Figure 1. Floorplan with the power grid (run 1).
Pins as bars on the die edge.
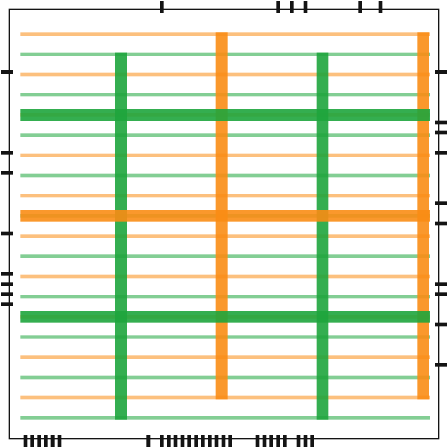
Figure 2. Placed cells, one color a class (run 1).
Bar = 20 µm. Fill, decap, tap and diode cells in gray.
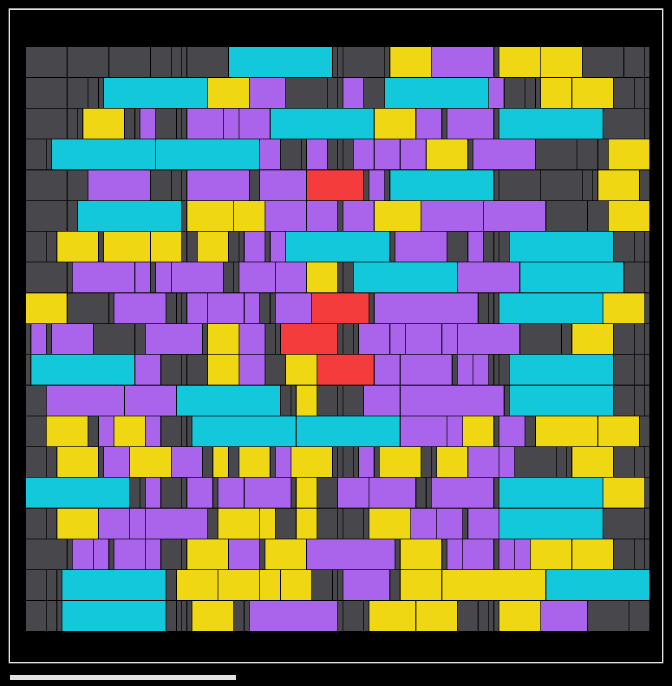
Figure 3. Logic cells by family (run 1).
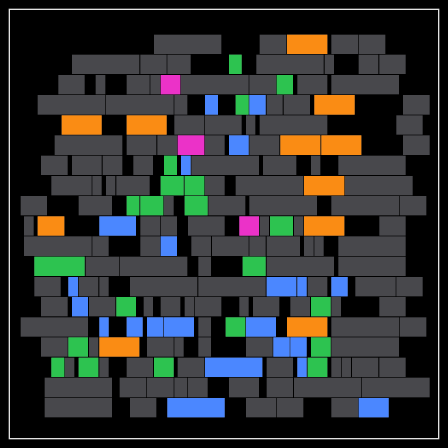
**src/rtl/neuron_pkg.sv**
```systemverilog
// Shared constants and FSM state type for the neuron output stage.
package neuron_pkg;

  localparam int ACC_W = 22;
  localparam int OUT_W = 8;

  typedef enum logic {
    ACC  = 1'b0,
    HOLD = 1'b1
  } argmax_state_t;

endpackage

```
**src/rtl/neuron_argmax_relu_sat.sv**
```systemverilog
// Combinational arithmetic shift, ReLU and unsigned saturation of one accumulator value.
module relu_sat #(
  parameter int ACC_W = 22,
  parameter int SHIFT = 6,
  parameter int OUT_W = 8
) (
  input  logic [ACC_W-1:0] acc_i,
  output logic [OUT_W-1:0] act_o
);

  logic signed [ACC_W-1:0]       shifted;
  logic        [ACC_W-OUT_W-1:0] upper;

  always_comb begin
    shifted = $signed(acc_i) >>> SHIFT;
    upper   = shifted[ACC_W-1:OUT_W];
    // A non-negative value with any bit above OUT_W set exceeds the output range.
    if (shifted[ACC_W-1]) begin
      act_o = '0;
    end else if (|upper) begin
      act_o = '1;
    end else begin
      act_o = shifted[OUT_W-1:0];
    end
  end

endmodule

```
**src/rtl/neuron_argmax.sv**
```systemverilog
// Neuron output stage: per-sample activation stream plus per-frame argmax result
// offered through a valid/ready handshake.
module neuron_argmax #(
  parameter int ACC_W       = neuron_pkg::ACC_W,
  parameter int NUM_CLASSES = 10,
  parameter int SHIFT       = 6,
  parameter int OUT_W       = neuron_pkg::OUT_W,
  parameter int IDX_W       = 4
) (
  input  logic             clk,
  input  logic             rst_n,
  input  logic [ACC_W-1:0] acc_in,
  input  logic             acc_valid,
  output logic             acc_ready,
  output logic [OUT_W-1:0] act_out,
  output logic             act_valid,
  output logic [IDX_W-1:0] class_idx,
  output logic [OUT_W-1:0] class_score,
  output logic             result_valid,
  input  logic             result_ready,
  output logic             dbg_state
);

  import neuron_pkg::*;

  // Handshakes: a transfer happens on a rising edge where valid && ready are both
  // high; ready depends only on registered state and valid is never withdrawn by us.
  localparam logic [IDX_W-1:0] LAST_IDX = IDX_W'(NUM_CLASSES - 1);

  argmax_state_t    state_q, state_d;
  logic [IDX_W-1:0] cnt_q, cnt_d;
  logic [IDX_W-1:0] best_idx_q, best_idx_d;
  logic [OUT_W-1:0] best_score_q, best_score_d;
  logic [OUT_W-1:0] act_q, act_d;
  logic             act_valid_q, act_valid_d;
  logic [OUT_W-1:0] act_comb;

  relu_sat #(
    .ACC_W (ACC_W),
    .SHIFT (SHIFT),
    .OUT_W (OUT_W)
  ) u_relu_sat (
    .acc_i (acc_in),
    .act_o (act_comb)
  );

  always_ff @(posedge clk or negedge rst_n) begin
    if (!rst_n) begin
      state_q      <= ACC;
      cnt_q        <= '0;
      best_idx_q   <= '0;
      best_score_q <= '0;
      act_q        <= '0;
      act_valid_q  <= 1'b0;
    end else begin
      state_q      <= state_d;
      cnt_q        <= cnt_d;
      best_idx_q   <= best_idx_d;
      best_score_q <= best_score_d;
      act_q        <= act_d;
      act_valid_q  <= act_valid_d;
    end
  end

  always_comb begin
    state_d      = state_q;
    cnt_d        = cnt_q;
    best_idx_d   = best_idx_q;
    best_score_d = best_score_q;
    act_d        = act_q;
    act_valid_d  = 1'b0;
    case (state_q)
      ACC: begin
        if (acc_valid) begin
          act_d       = act_comb;
          act_valid_d = 1'b1;
          // Strict compare keeps the earliest index on ties; slot 0 seeds the frame.
          if ((cnt_q == '0) || (act_comb > best_score_q)) begin
            best_score_d = act_comb;
            best_idx_d   = cnt_q;
          end
          if (cnt_q == LAST_IDX) begin
            cnt_d   = '0;
            state_d = HOLD;
          end else begin
            cnt_d = cnt_q + 1'b1;
          end
        end
      end
      HOLD: begin
        if (result_ready) begin
          state_d = ACC;
        end
      end
      default: state_d = ACC;
    endcase
  end

  assign acc_ready    = (state_q == ACC);
  assign result_valid = (state_q == HOLD);
  assign act_out      = act_q;
  assign act_valid    = act_valid_q;
  assign class_idx    = best_idx_q;
  assign class_score  = best_score_q;
  assign dbg_state    = state_q;

endmodule

```
**config.mk**
```make
export PLATFORM = sky130hd
export DESIGN_NAME = neuron_argmax
export DESIGN_NICKNAME = d
export VERILOG_FILES = /design/src/rtl/neuron_pkg.sv /design/src/rtl/neuron_argmax_relu_sat.sv /design/src/rtl/neuron_argmax.sv
export SDC_FILE = /design/constraint.sdc
export NUM_CORES = 1
export LEC_CHECK = 0
export ABC_CLOCK_PERIOD_IN_PS = 2000
export CAP_MARGIN = 20
export CORE_UTILIZATION = 44
export CTS_BUF_LIST = sky130_fd_sc_hd__clkbuf_8 sky130_fd_sc_hd__clkbuf_16
export DETAILED_ROUTE_END_ITERATION = 10
export GPL_TIMING_DRIVEN = 0
export HOLD_SLACK_MARGIN = 0.15
export PLACE_DENSITY_LB_ADDON = 0.15
export SLEW_MARGIN = 10
export SYNTH_ARGS = -nofsm -noshare
export SYNTH_HDL_FRONTEND = slang
export SYNTH_SLANG_ARGS = --single-unit
```
**constraint.sdc**
```tcl
create_clock -name clk -period 2 [get_ports clk]
set_clock_uncertainty 0.05 [all_clocks]
set_input_delay 0.3 -clock clk [delete_from_list [all_inputs] [get_ports clk]]
set_output_delay 0.3 -clock clk [all_outputs]
set_load 0.02 [all_outputs]
```
==> flow_summary.ini, run 1 <==
; implementation run metrics
[pwr]
fin_total_pwr_w = 0.002915
swShare = 0.3745
p_seq_frac = 0.317
p_int_w = 0.001823
p_sw_w = 0.001092

[logic_synthesis]
yosysWarnings = 0
synthSimpleGateAreaFrac = 0.1515
yosys.area_share.aoi = 0.1203
ys_types = 35
topCellsByArea = dfrtp_1 48%, mux2_4 9.9%, ha_1 7.3%, nor2_1 4.4%, o31ai_1 3.9%
logic_family = simple AND/OR/NAND/NOR gates
top_area_frac = 0.4775
ys_seq_frac = 0.4775
syn-num-nets = 163
synth_flops = 26
synthAdderAreaFrac = 0.07346
xor_share = 0.01286
mux_share = 0.1148
yosys-stat-area_um2 = 1363
synth_cells = 129

[routing]
viasPerCell = 5.380
initialDrtViolationCount = 21
wl_per_cell_um = 15.39
drc_errors = 2
dr.pass1.iters = 7
postRouteAntennaNets = 0

[status]
violations = design-rule violations, negative setup slack
status = finished with violations

[critical_path]
cp.arrival_ps = 2600
crit_type = input port to register
cp_slowest_cell = mux2_4
max_stage_delay_ps = 310
cp_max_fo = 8

[finish]
n_fill_cell = 202
drive_gt1_frac = 0.3421
comb_area_share = 0.3672
num-multi-input-gates = 88
seq_share = 0.3021
postLayoutCoreUtil = 0.7548
nonClkBufAreaFrac = 0.2696
finalInstanceArea_um2 = 2153

[global_route]
grt_overflow = 0
antenna_found_initial = 0
grt_usage = 0.2012
grt_max_degree = 15

[final_timing]
worst_pin_slew_ps = 593.0
postLayoutSetupSlackWorst_ps = -496.4
post-route-period-util = 1.248
max_freq_mhz = 400.6
setup-violations-final = 12
maxSlewViolCount = 0
fin_crit_ps = 2496

[clock_tree]
clock-sinks = 26
clk_pin_slew_ps = 90
cts_hold_buf = 0
htree_levels = 1
cts_setup_buffers = 7
cts_resized = 37
clockBufferDepth = 2

[die]
die_x_um = 57.65
fp_util = 0.4776
die-area_um2 = 3324
core-area_um2 = 2853

[job]
warnings = 35

[placed_design]
place_area_um2 = 1859
hpwl_um = 2231

[worst_hold_path]
hold_path_class = input port to async pin
-- Figure 1 (at the start) --
net	color
VSS	green
VDD	orange
signal pins	50
met5 straps	3

-- Figure 2 (at the start) --
class	color	cells	share of their area
registers	cyan	26	31%
remaining logic cells	purple	98	39%
remaining buffers and delay cells	yellow	62	27%
clock drivers and dummy loads	red	4	2.6%

-- Figure 3 (at the start) --
family	color	cells
non-inverting ao/oa cells	magenta	3
mux cells	orange	11
aoi and oai cells	green	21
nor cells	blue	22

run 1: power by group through the flow:
stage	Clock [W]	Combinational [W]	Sequential, W
after global placement	0	0.00140	0.000916
after detailed placement	0	0.00143	0.000928
after global routing	0.000366	0.00176	0.000950
after floorplan	0	0.000708	0.00110
after CTS	0.000340	0.00153	0.000922
final	0.000337	0.00165	0.000923
run 1: stage by stage:
| step | worst slack (ps) | std cells |
|---|---|---|
| global placement | -1021 | 202 |
| floorplan | -392.1 | 129 |
| global route | -568.2 | 221 |
| detailed placement | -1067 | 203 |
| CTS | -406.1 | 215 |
| finish | -496.4 | 221 |
run 1: placed cells by master, fill, tap and decap left out, types with 2 or more instances in the layout:
cell,n
nand2_4,2
o211ai_1,2
a21oi_1,2
nor4_4,2
nor2_2,7
inv_1,8
mux2_4,10
clkbuf_8,4
dfrtp_1,26
nand2b_1,2
buf_4,13
buf_2,4
ha_1,5
clkdlybuf4s50_1,35
nor2_1,5
buf_6,4
clkdlybuf4s15_1,2
inv_2,2
nand4_1,2
clkbuf_1,2
o31ai_1,7
o21ai_0,3
nor2_4,4
ha_4,2
a21oi_2,4
nand2_1,12
run 1: worst max-delay path by stage:
stage,end,slack (ps),cells after the start
5_1_grt,class_idx[1],-570,13
3_3_place_gp,class_score[3],-1020,12
3_5_place_dp,class_score[2],-1070,12
6_report,class_score[6],-500,12
2_1_floorplan,class_idx[1],-390,12
4_1_cts,class_score[7],-410,12
run 1: layer usage:
metal  GRT usage  routed length (µm)  vias up
met3     0.03348                 119        9
met4     0.06122                  73        0
met5           0                   0        -
met2      0.3522                1697       31
li1            -                   -      569
met1      0.2565                1511      580
run 1: sequential cells by signal, summed over array words and instances (netlist names):
register,cells
act_valid,1
act_out,8
class_idx,4
dbg_state,1
class_score,8
cnt_q,4
==> run 2: changes to the inputs <==
PLACE_DENSITY_LB_ADDON = 0.08   (was 0.15)
==> flow_summary.ini, run 2 <==
; implementation run metrics
[final_timing]
worst_pin_slew_ps = 586.3
whs_ps = 349.3
final_hold_viol_count = 0
maxSlewViolCount = 0
post-route-period-util = 1.193
setup-violations-final = 12
postLayoutSetupSlackWorst_ps = -386.9
fin_crit_ps = 2387
max_freq_mhz = 419.0

[logic_synthesis]
syn-num-nets = 163
yosys-stat-area_um2 = 1363
synthAdderAreaFrac = 0.07346
topCellsByArea = dfrtp_1 48%, mux2_4 9.9%, ha_1 7.3%, nor2_1 4.4%, o31ai_1 3.9%
yosysWarnings = 0
ys_types = 35
synth_cells = 129
mux_share = 0.1148
top_area_frac = 0.4775
synthSimpleGateAreaFrac = 0.1515
ys_cells = 129
yosys.area_share.aoi = 0.1203
xor_share = 0.01286
logic_family = simple AND/OR/NAND/NOR gates
top_area_cell = dfrtp_1
ys_seq_frac = 0.4775
synth_flops = 26

[job]
warnings = 35

[clock_tree]
htree_levels = 1
clockBufferDepth = 2
cts_hold_buf = 0
clk_pin_slew_ps = 90
cts_tree = built
clock-sinks = 26
cts_resized = 47
cts_root_buffer = clkbuf_8
cts_setup_buffers = 10

[finish]
drive_gt1_frac = 0.3454
n_fill_cell = 199
finalNonFillerCells = 225
final_common_cell = clkdlybuf4s50_1
layout_top_cells = 35 x clkdlybuf4s50_1, 26 x dfrtp_1, 15 x buf_4
num_antenna_cells = 0
finish.net_count = 229

[critical_path]
crit_type = input port to register
cp_slowest_cell = nor4_4
cp_max_fo = 8
cp.arrival_ps = 2490
max_stage_delay_ps = 320
startpoint_type = input port
path_cells = buf_6, nor4_4, nand2_4, buf_6, nor2_2, nor2_1, ha_1, nand4_1, nor2_2, a21oi_2, o21ai_4, buf_6, mux2_4

[pwr]
p_per_area_nw_per_um2 = 1338

[global_route]
use_met1 = 0.2701
antenna_found_initial = 0
grt_usage = 0.2008
met2_usage = 0.3389
grt_overflow = 0
grt_util_met3 = 0.03125
grt_max_degree = 17
busiest_layer = met2

[routing]
dr.pass1.iters = 7
drc_errors = 4
initialDrtViolationCount = 42
wl_per_cell_um = 14.62
postRouteAntennaNets = 0
viasPerCell = 5.440

[die]
fp_util = 0.4776
die-area_um2 = 3324
die_x_um = 57.65

[worst_hold_path]
hold_path_class = input port to async pin

[status]
status = finished with violations
violations = design-rule violations, negative setup slack

[placed_design]
hpwl_um = 2236
dp.cells = 203
run 2: cell counts after synthesis:
Identical to the previous run, type by type.
run 2: through the flow:
step,setup TNS (ps),setup WS [ps],instance area [µm²],total power [W],util
floorplan,-4165,-392.1,1385,0.001813,-
global placement,-12240,-1073,1844,0.002318,0.6465
detailed placement,-13110,-1151,1872,0.002362,0.6561
CTS,-3994,-370.9,2096,0.002868,0.7346
global route,-5569,-490.4,2216,0.003140,0.7768
finish,-4372,-386.9,2216,0.002964,0.7768
run 2: worst paths after layout:
| check | from | to | slack [ps] | cells after the start |
|---|---|---|---|---|
| setup / recovery | acc_in[20] | class_idx[3] | -390 | 13 |
| hold / removal | rst_n | act_out[7] | 350 | 1 |
| setup reg to reg | class_score[1] | class_idx[3] | 0 | 8 |
| hold reg to reg | act_out[3] | act_out[3] | 440 | 2 |
| max in group asynchronous | rst_n | class_score[1] | 1070 | 2 |
| min in group clk | act_out[3] | act_out[3] | 440 | 2 |
run 2: area by class of cell:
class / instances / area (µm²) / area share
repair buffers: 61 / 598.1 / 0.2699
multi-input cells: 88 / 784.5 / 0.3540
plain buffers: 5 / 51.30 / 0.02315
clock buffers: 4 / 55.05 / 0.02484
inverters: 10 / 37.54 / 0.01694
flip-flops and latches: 26 / 650.6 / 0.2936
well taps: 31 / 38.79 / 0.01750
run 2: report_power, final:
group	internal, W	leakage, nW	switching [W]	total [W]
clock network	0.000176	0.0288	0.000159	0.000335
logic	0.000953	0.676	0.000759	0.00171
registers	0.000739	0.313	0.000179	0.000918
total	0.00187	1.02	0.00110	0.00296
run 2: routing by layer:
| metal | vias to the layer above | share of wire |
|---|---|---|
| met3 | 7 | 0.066 |
| met5 | - | 0 |
| met1 | 600 | 0.42 |
| li1 | 576 | - |
| met4 | 0 | 0.012 |
| met2 | 41 | 0.50 |
Figure 4. Where the registers sit (run 2).
Other sequential cells in the stronger gray, the rest of the logic in the fainter gray.
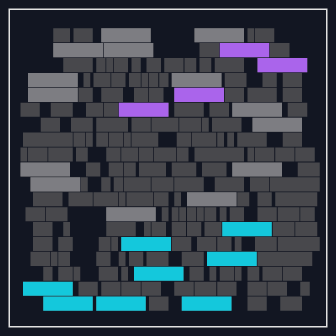
signal	color	sequential cells
class_idx	purple	4
act_out	cyan	8
Finished Core Util: 0.7768
Seq. cell area: 650.6 µm²
seq pwr: 0.000918 W
sequential cell area share: 0.2936

Figure 5. Placed cells, one color a class (run 2).
Bar = 20 µm. Fill, decap, tap and diode cells in gray.
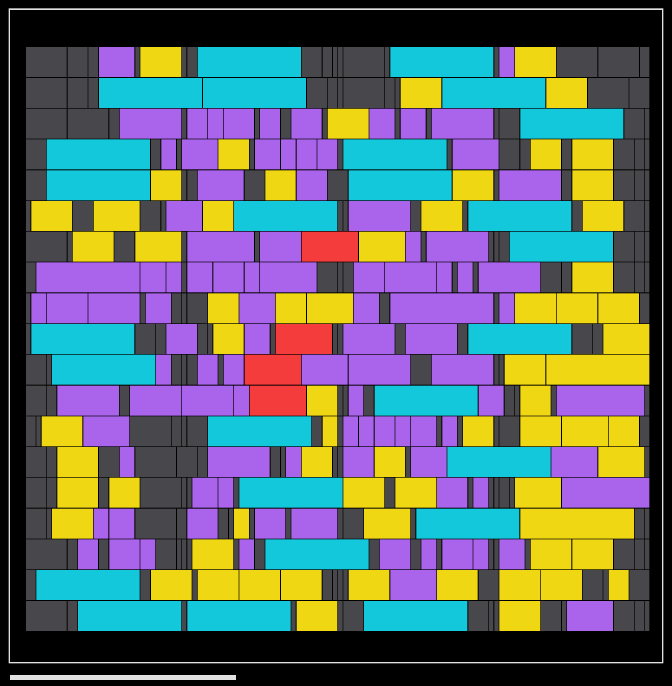
class	color	cells	share of their area
clock drivers and dummy loads	red	4	2.5%
remaining logic cells	purple	98	38%
registers	cyan	26	30%
remaining buffers and delay cells	yellow	66	30%
core area: 2853 µm²
row count: 19
finished layout cell area: 2216 µm²

==> run 3: changes to the inputs <==
CELL_PAD_IN_SITES_DETAIL_PLACEMENT = 0   (was not set)
CELL_PAD_IN_SITES_GLOBAL_PLACEMENT = 1   (was not set)
CORE_UTILIZATION = 33   (was 44)
PLACE_DENSITY_LB_ADDON = 0.1   (was 0.08)
==> flow_summary.ini, run 3 <==
; implementation run metrics
[routing]
postRouteAntennaNets = 0
viasPerCell = 4.856
dr.pass1.iters = 4
wl_per_cell_um = 13.98
drc_errors = 0
initialDrtViolationCount = 25

[clock_tree]
cts_tree = built
htree_levels = 1
clockBufferDepth = 2
clock-sinks = 26
clk_pin_slew_ps = 80
cts_hold_buf = 0

[pwr]
power_frac_comb = 0.581
p_seq_frac = 0.319
fin_total_pwr_w = 0.002883
p_comb_w = 0.00168
power_leader = combinational logic
p_sw_w = 0.001086
swShare = 0.3768
clkPwrFrac = 0.100

[final_timing]
postLayoutSetupSlackWorst_ps = -317.2
worst_pin_slew_ps = 654.3
max_freq_mhz = 431.6
whs_ps = 381.6
final_hold_viol_count = 0
setup-violations-final = 12
maxSlewViolCount = 0
fin_crit_ps = 2317

[critical_path]
cp.arrival_ps = 2420
crit_type = input port to register
path_cells = buf_6, nor4_4, nand2_4, nor2_4, nor2_4, ha_4, a21oi_2, o21a_1, nand2_2, o21ai_4, buf_6, mux2_4
cp_max_fo = 8
max_stage_delay_ps = 310

[logic_synthesis]
topCellsByArea = dfrtp_1 48%, mux2_4 9.9%, ha_1 7.3%, nor2_1 4.4%, o31ai_1 3.9%
top_area_frac = 0.4775
syn-num-nets = 163
ys_cells = 129
ys_types = 35
synth_flops = 26
yosys-stat-area_um2 = 1363
top_area_cell = dfrtp_1

[global_route]
grt_max_degree = 16
antenna_found_initial = 0
grt_usage = 0.1595

[die]
core-area_um2 = 3799
die_x_um = 66.26
die-area_um2 = 4390
row_count = 22

[worst_hold_path]
hold_path_class = input port to async pin

[placed_design]
hpwl_um = 2257

[job]
warnings = 35

[finish]
drive_gt1_frac = 0.3351
finish.net_count = 224

[status]
violations = negative setup slack
status = finished with violations
==> run 3: cell counts after synthesis <==
Identical to the previous run, type by type.
==> run 3: timing repair <==
action,4_1_cts,5_1_grt
cloned,1,0
pin swaps,14,15
gates resized,43,20
setup buffers,12,1
endpoints found under the setup margin,12,12
==> run 3: final timing paths <==
check	depth (start not counted)	endpoint	slack, ps	from
setup / recovery	12	class_score[6]	-320	acc_in[14]
hold / removal	1	class_score[5]	380	rst_n
setup reg to reg	5	class_score[6]	50	cnt_q[1]
hold reg to reg	2	act_out[6]	430	act_out[6]
max in group asynchronous	2	class_score[0]	1020	rst_n
min in group clk	2	act_out[6]	430	act_out[6]
==> run 3: cells by family after synthesis <==
kind of cell	count (synthesis)	synth area share
buffers and inverters	15	0.04959
adders and majority gates	8	0.07346
and+or+nand+nor	43	0.1515
AOI/OAI and AO/OA	24	0.1203
DFF	26	0.4775
xor gates and xnor gates	2	0.01286
muxes	11	0.1148
==> run 3: cell type report <==
type,instances,area [µm²]
fillers,337,1598
multi-input cells,88,824.5
flip-flops and latches,26,650.6
repair buffers,56,535.5
well taps,48,60.06
plain buffers,5,51.30
clock buffers,3,41.29
inverters,10,37.54
==> run 3: routing by layer <==
layer | GRT usage | part of all wire
met4 | 0.05585 | 0.014
met1 | 0.2034 | 0.46
met2 | 0.2691 | 0.47
met3 | 0.02759 | 0.052
met5 | 0 | 0
==> run 3: per-stage QoR <==
| stage | cells | util | TNS (ps) | cell area, µm² |
|---|---|---|---|---|
| final | 236 | 0.5794 | -3571 | 2201 |
| after CTS | 236 | 0.5557 | -4038 | 2111 |
| after global routing | 236 | 0.5794 | -4820 | 2201 |
| after detailed placement | 220 | 0.4984 | -13800 | 1893 |
| after floorplan | 129 | - | -4165 | 1385 |
| after global placement | 219 | 0.4911 | -12710 | 1866 |
Figure 6. Floorplan with the power grid (run 3).
Pins as bars on the die edge.
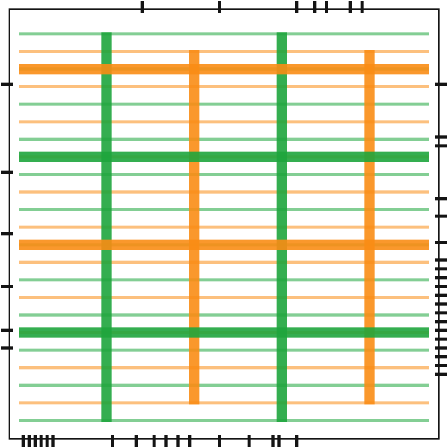
net	color
VSS	green
VDD	orange
rows	22
met5 straps	4

Figure 7. Where the registers sit (run 3).
Other sequential cells in the stronger gray, the rest of the logic in the fainter gray.
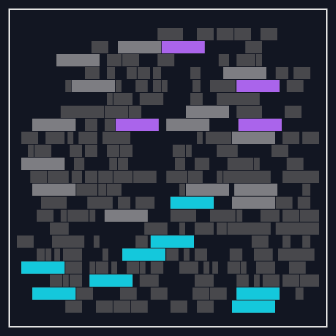
signal	color	sequential cells
class_idx	purple	4
act_out	cyan	8
not colored	14


==> notes/layouts.md <==
Pictures saved along the way, in no particular order.

Clock wiring as the flow saved it.
(a)
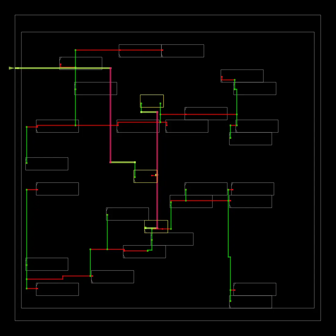
(b)
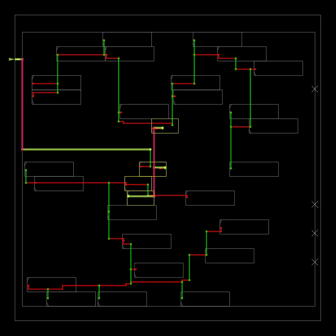
(c)
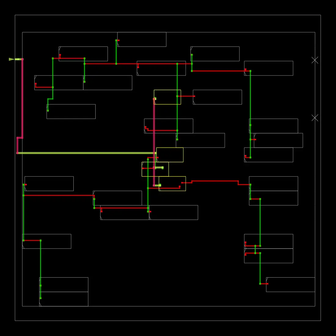
| from | picture |
|---|---|
| run 3 | (a) |
| run 1 | (c) |
| run 2 | (b) |

Power figures rest on the tool's default switching activity, not on a simulated workload.
